==> config.mk <==
export PLATFORM = sky130hd
export DESIGN_NAME = receive
export DESIGN_NICKNAME = d
export VERILOG_FILES = /design/src/rtl/receive.sv
export SDC_FILE = /design/constraint.sdc
export NUM_CORES = 1
export LEC_CHECK = 0
export ABC_AREA = 1
export CAP_MARGIN = 20
export CORE_UTILIZATION = 55
export CTS_BUF_LIST = sky130_fd_sc_hd__clkbuf_8
export CTS_CLUSTER_SIZE = 12
export DETAILED_ROUTE_END_ITERATION = 10
export GPL_TIMING_DRIVEN = 0
export HOLD_SLACK_MARGIN = 0.08
export PLACE_DENSITY = 0.78
export SETUP_SLACK_MARGIN = 0.15
export SLEW_MARGIN = 25
export SYNTH_ARGS = -nofsm -noshare
export SYNTH_HDL_FRONTEND = slang
export SYNTH_SLANG_ARGS = --single-unit
==> constraint.sdc <==
create_clock -name clk -period 1.6 [get_ports clk]
set_input_delay 0.24 -clock clk [delete_from_list [all_inputs] [get_ports clk]]
set_output_delay 0.24 -clock clk [all_outputs]
set_load 0.02 [all_outputs]
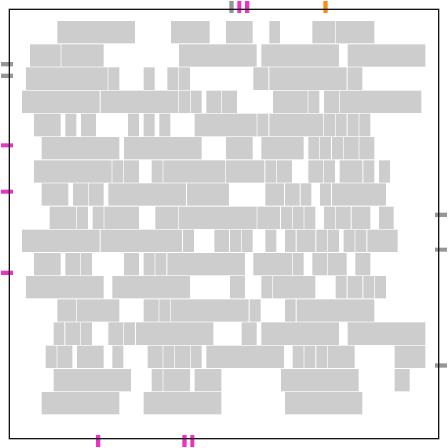
run_1/io_placement.png
Pins as bars across the die edge, other pins in gray.
color	port	pins	direction	edge
magenta	`word`	8	output	3 left, 3 bottom, 2 top
orange	`frame_error`	1	output	top
PortBufs: 14
die height: 50.2 µm
Die Wd: 50.2 µm

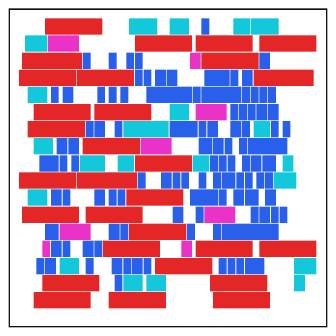
run_1/placement_by_type.png
color	class	cells
blue	combinational and other logic	105
cyan	other buffers and delay cells	21
magenta	clock drivers and dummy loads	8
red	flops	29
Final Instance Area: 0.00158 mm²
site row count: 17
post-layout util: 72.3%
flop share of the area: 46.1%

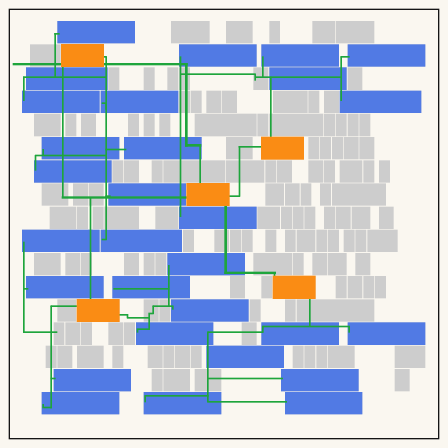
run_1/clk_routes.png
[green] clock wires | length: 344 µm
[blue] flip-flops | count: 29
[orange] clock drivers | count: 5
routed clock nets	6
Worst-Skew Late Latency: 270 ps
Setup Skew: 1.24 ps
Clk pwr share: 31.4%

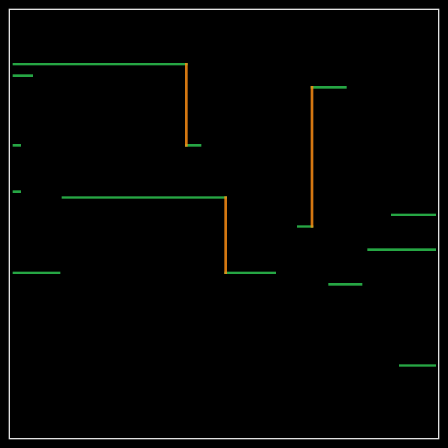
run_1/wires.png
Two of the layers only.
color	layer	wire length
green	metal 3	81.4 µm
orange	metal 4	34.7 µm
vias: 974
routed len/inst: 12.8 µm
WL final: 2450 µm
Total GRT Usage: 24.5%

==> notes.md, run 1 <==
run results: Crit path max-delay family=flip-flops, max incr delay on CP=420 ps, critical path class=reg -> reg, Yosys Chip Area=0.00128 mm², leak pwr=around 0.87 nW, top cells by area, synth=dfrtp_1, nand2_1, o21ai_0, Worst Hold Depth=0, Non-Filler Instances=191, Commonest flop=dfrtp_1, Design Power=between 1.5 and 2 mW, gr ovfl total=0, Critical Path RT=1800 ps, total CTS buffers=5, largest net degree at the start of global routing=30, vias in the first global route=999, pwr dens=1110 mW/mm², Ports=15, Max Slew Vio Count=0, CTS max path bufs=2, H-tree levels=2, Core Area=around 0.0022 mm², Synth cell types=20, crit end category=register, area grow syn2layout=23.9%, Synthesis Warnings=0, worst min-delay path category=reg -> reg, total die size=0.00252 mm², hold_ws=365 ps, RSZ-0062 raised after global routing=yes, tool warnings=28, CTS tree=built, final setup fails=0, post-DP HPWL=1680 µm, status=complete, no violations, CP Depth=8, Yosys Instances=approximately 140, Starting DRT DRC Count=18
==> run 1: power by group <==
part	switching, mW	internal [mW]
clock	0.258	0.294
combinational	0.247	0.137
sequential	0.0450	0.777
==> run 1: metal layers <==
metal | vias up | global-route usage (%) | part of all wire [%]
met3 | 6 | 9.39 | 3.3
met2 | 17 | 43.1 | 54
met5 | - | 0 | 0
met4 | 0 | 9.52 | 1.4
met1 | 468 | 26.0 | 42
li1 | 483 | - | -
==> run 1: repair_timing <==
action | in CTS | in global routing
endpoints found under the hold margin | 27 | 0
gates cloned | 0 | 0
setup endpoints to repair | 16 | 21
gates resized | 13 | 7
setup buffers | 2 | 2
pin swaps | 0 | 1
hold buffers | 1 | 0
==> run 1: cells by family (layout without fill, tap and decap cells) <==
logic type               Yosys count  in the layout  synth area share [%]
buffers and inverters             18             45                  6.85
AND/OR/NAND/NOR                   62             62                  23.2
XOR/XNOR                           1              1                 0.685
AND-OR/OR-AND                     23             23                  9.39
adder cells (fa/ha/maj)            3              3                  2.94
flip-flops                        29             29                  56.9
==> run 1: layout by cell type, fill, tap and decap left out, types with 2 or more instances in the layout <==
master / netlist / layout
dlymetal6s2s_1: 0 / 2
nand2_1: 37 / 36
buf_4: 1 / 4
dfrtp_1: 27 / 26
clkinv_2: 0 / 2
a21oi_1: 9 / 9
o21ai_0: 12 / 11
clkbuf_8: 0 / 5
dlygate4sd2_1: 0 / 8
nand3_4: 2 / 2
ha_1: 3 / 2
dfstp_2: 2 / 2
nor2_1: 13 / 12
clkdlybuf4s50_1: 0 / 2
inv_1: 15 / 16
nor2_2: 1 / 2
nand3_1: 6 / 6
==> run 1: worst register-to-register path, cell delays in order, from the launching register on <==
cell and delay, ps:
dfrtp_1 420, ha_4 190, nand3_4 100, inv_2 90, nand3_4 100, nor2_8 170, buf_12 150, nor2_2 40
a21oi_2 90
==> run 1: cell type report <==
class	instances	area, µm²
sequential	29	729
fill	161	607
multi-input combinational	89	480
timing repair buffer	19	165
clock buffer	5	68.8
inverter	16	60.1
tap	28	35.0
buffer	2	31.3
clock inverter	3	13.8
==> run 1: per-stage QoR <==
stage,util (%),setup slack (ps)
after floorplan,-,285
after global placement,66.4,-150
after detailed placement,66.1,-39.9
after CTS,70.9,133
after global routing,72.3,116
final,72.3,197
==> run 2: changes to the inputs <==
Settings changed: DONT_BUFFER_PORTS set to 1, PLACE_DENSITY 0.78 to 0.69.
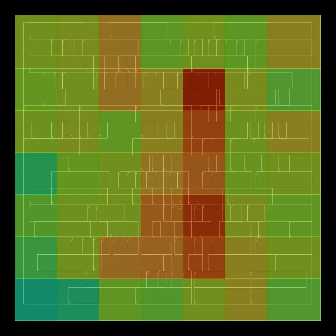
run_2/congestion.png
Total GRT Usage: 22.6%
met2 GRT Util: 34.9%
routed len/inst: 13.0 µm
peak-usage layer in the global routing report: met2

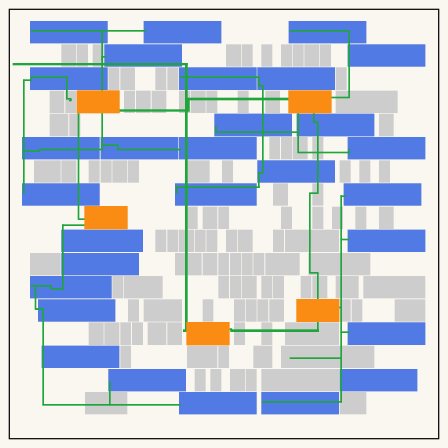
run_2/clk_routes.png
[blue] flip-flops | count: 29
[green] clock wires | length: 387 µm
[orange] clock drivers | count: 5
flops lie	all over the die
Worst-Skew Late Latency: 280 ps
Clk pwr share: 39.7%
Setup Skew: 7.71 ps
Power Clock: 0.765 mW

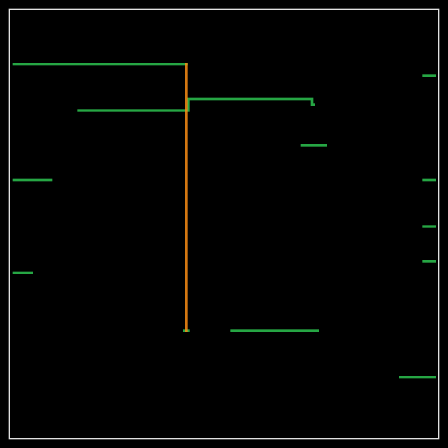
run_2/wires.png
Two of the layers only.
color	layer	wire length
green	metal 3	78.6 µm
orange	metal 4	31.3 µm
WL final: 2300 µm
vias: 913

==> notes.md, run 2 <==
run results: Yosys Chip Area=0.00128 mm² (unchanged), top cells by area, synth=dfrtp_1, nand2_1, o21ai_0 (unchanged), crit end category=register (unchanged), status=complete, no violations (unchanged), Synth cell types=20 (unchanged), pwr dens=1280 mW/mm² (was 1110 mW/mm²), most numerous logic cells after layout=nand2_1, dfrtp_1, inv_1, nor2_1, o21ai_0 (unchanged), area grow syn2layout=17.4% (was 23.9%), Max Slew Vio Count=0 (unchanged), vias in the first global route=900 (was 999), Core Area=0.00219 mm² (unchanged), Combinational Area=475 µm² (was 480 µm²), H-tree levels=2 (unchanged), RSZ-0062 raised after global routing=no (was yes), Synthesis Warnings=0 (unchanged), total die size=0.00252 mm² (unchanged), die height=50.2 µm (unchanged), CTS max path bufs=2 (unchanged), Fillers=177 (was 161), Reg area=729 µm² (unchanged), worst min-delay path category=in -> reg (was reg -> reg), total CTS buffers=5 (unchanged)
run 2: netlist changes by cell type in the layout (fill, tap and decap cells not counted), sizes merged:
cell           delta
dlygate4sd2       -8
buf               -3
dlygate4sd3       +2
bufinv            +1
dlymetal6s2s      -2
clkinv            -2
clkdlybuf4s50     -2
run 2: per-stage QoR:
stage	setup slack, ps	total power, mW	std cells
after global routing	147	2.03	177
after floorplan	285	1.06	136
after CTS	159	1.92	176
final	220	1.93	177
after detailed placement	147	1.12	164
after global placement	170	1.11	164
run 2: kinds of logic after synthesis:
kind of cell	count (synthesis)	share of synthesized area, %
AND/OR/NAND/NOR	62	23.2
XOR/XNOR	1	0.685
adder cells (fa/ha/maj)	3	2.94
buffers and inverters	18	6.85
flip-flops	29	56.9
AND-OR/OR-AND	23	9.39
run 2: power by group:
group / total (mW) / switching, mW / internal (mW)
registers: 0.828 / 0.0511 / 0.777
logic: 0.335 / 0.221 / 0.115
clock network: 0.765 / 0.264 / 0.500
run 2: final cells by class:
type                    count  area share [%]
clock inverters             2            2.25
repair buffers              5            3.83
clock buffers               6            5.50
well taps                  28            2.33
flip-flops and latches     29            48.6
inverters                  16            4.00
multi-input cells          89            31.7
plain buffers               2            1.83
run 2: per-layer routing:
layer	track usage, %	part of all wire, %
met5	0	0
met4	13.8	1.3
met3	8.18	3.4
met2	34.9	48
met1	26.6	47
run 2: what timing repair did:
action	4_1_cts	5_1_grt
pin swaps	0	1
setup buffers	0	1
gates resized	1	2
endpoints found under the hold margin	31	0
hold buffers	4	0
setup endpoints to repair	7	15
Power is estimated from default activity; no workload was simulated.
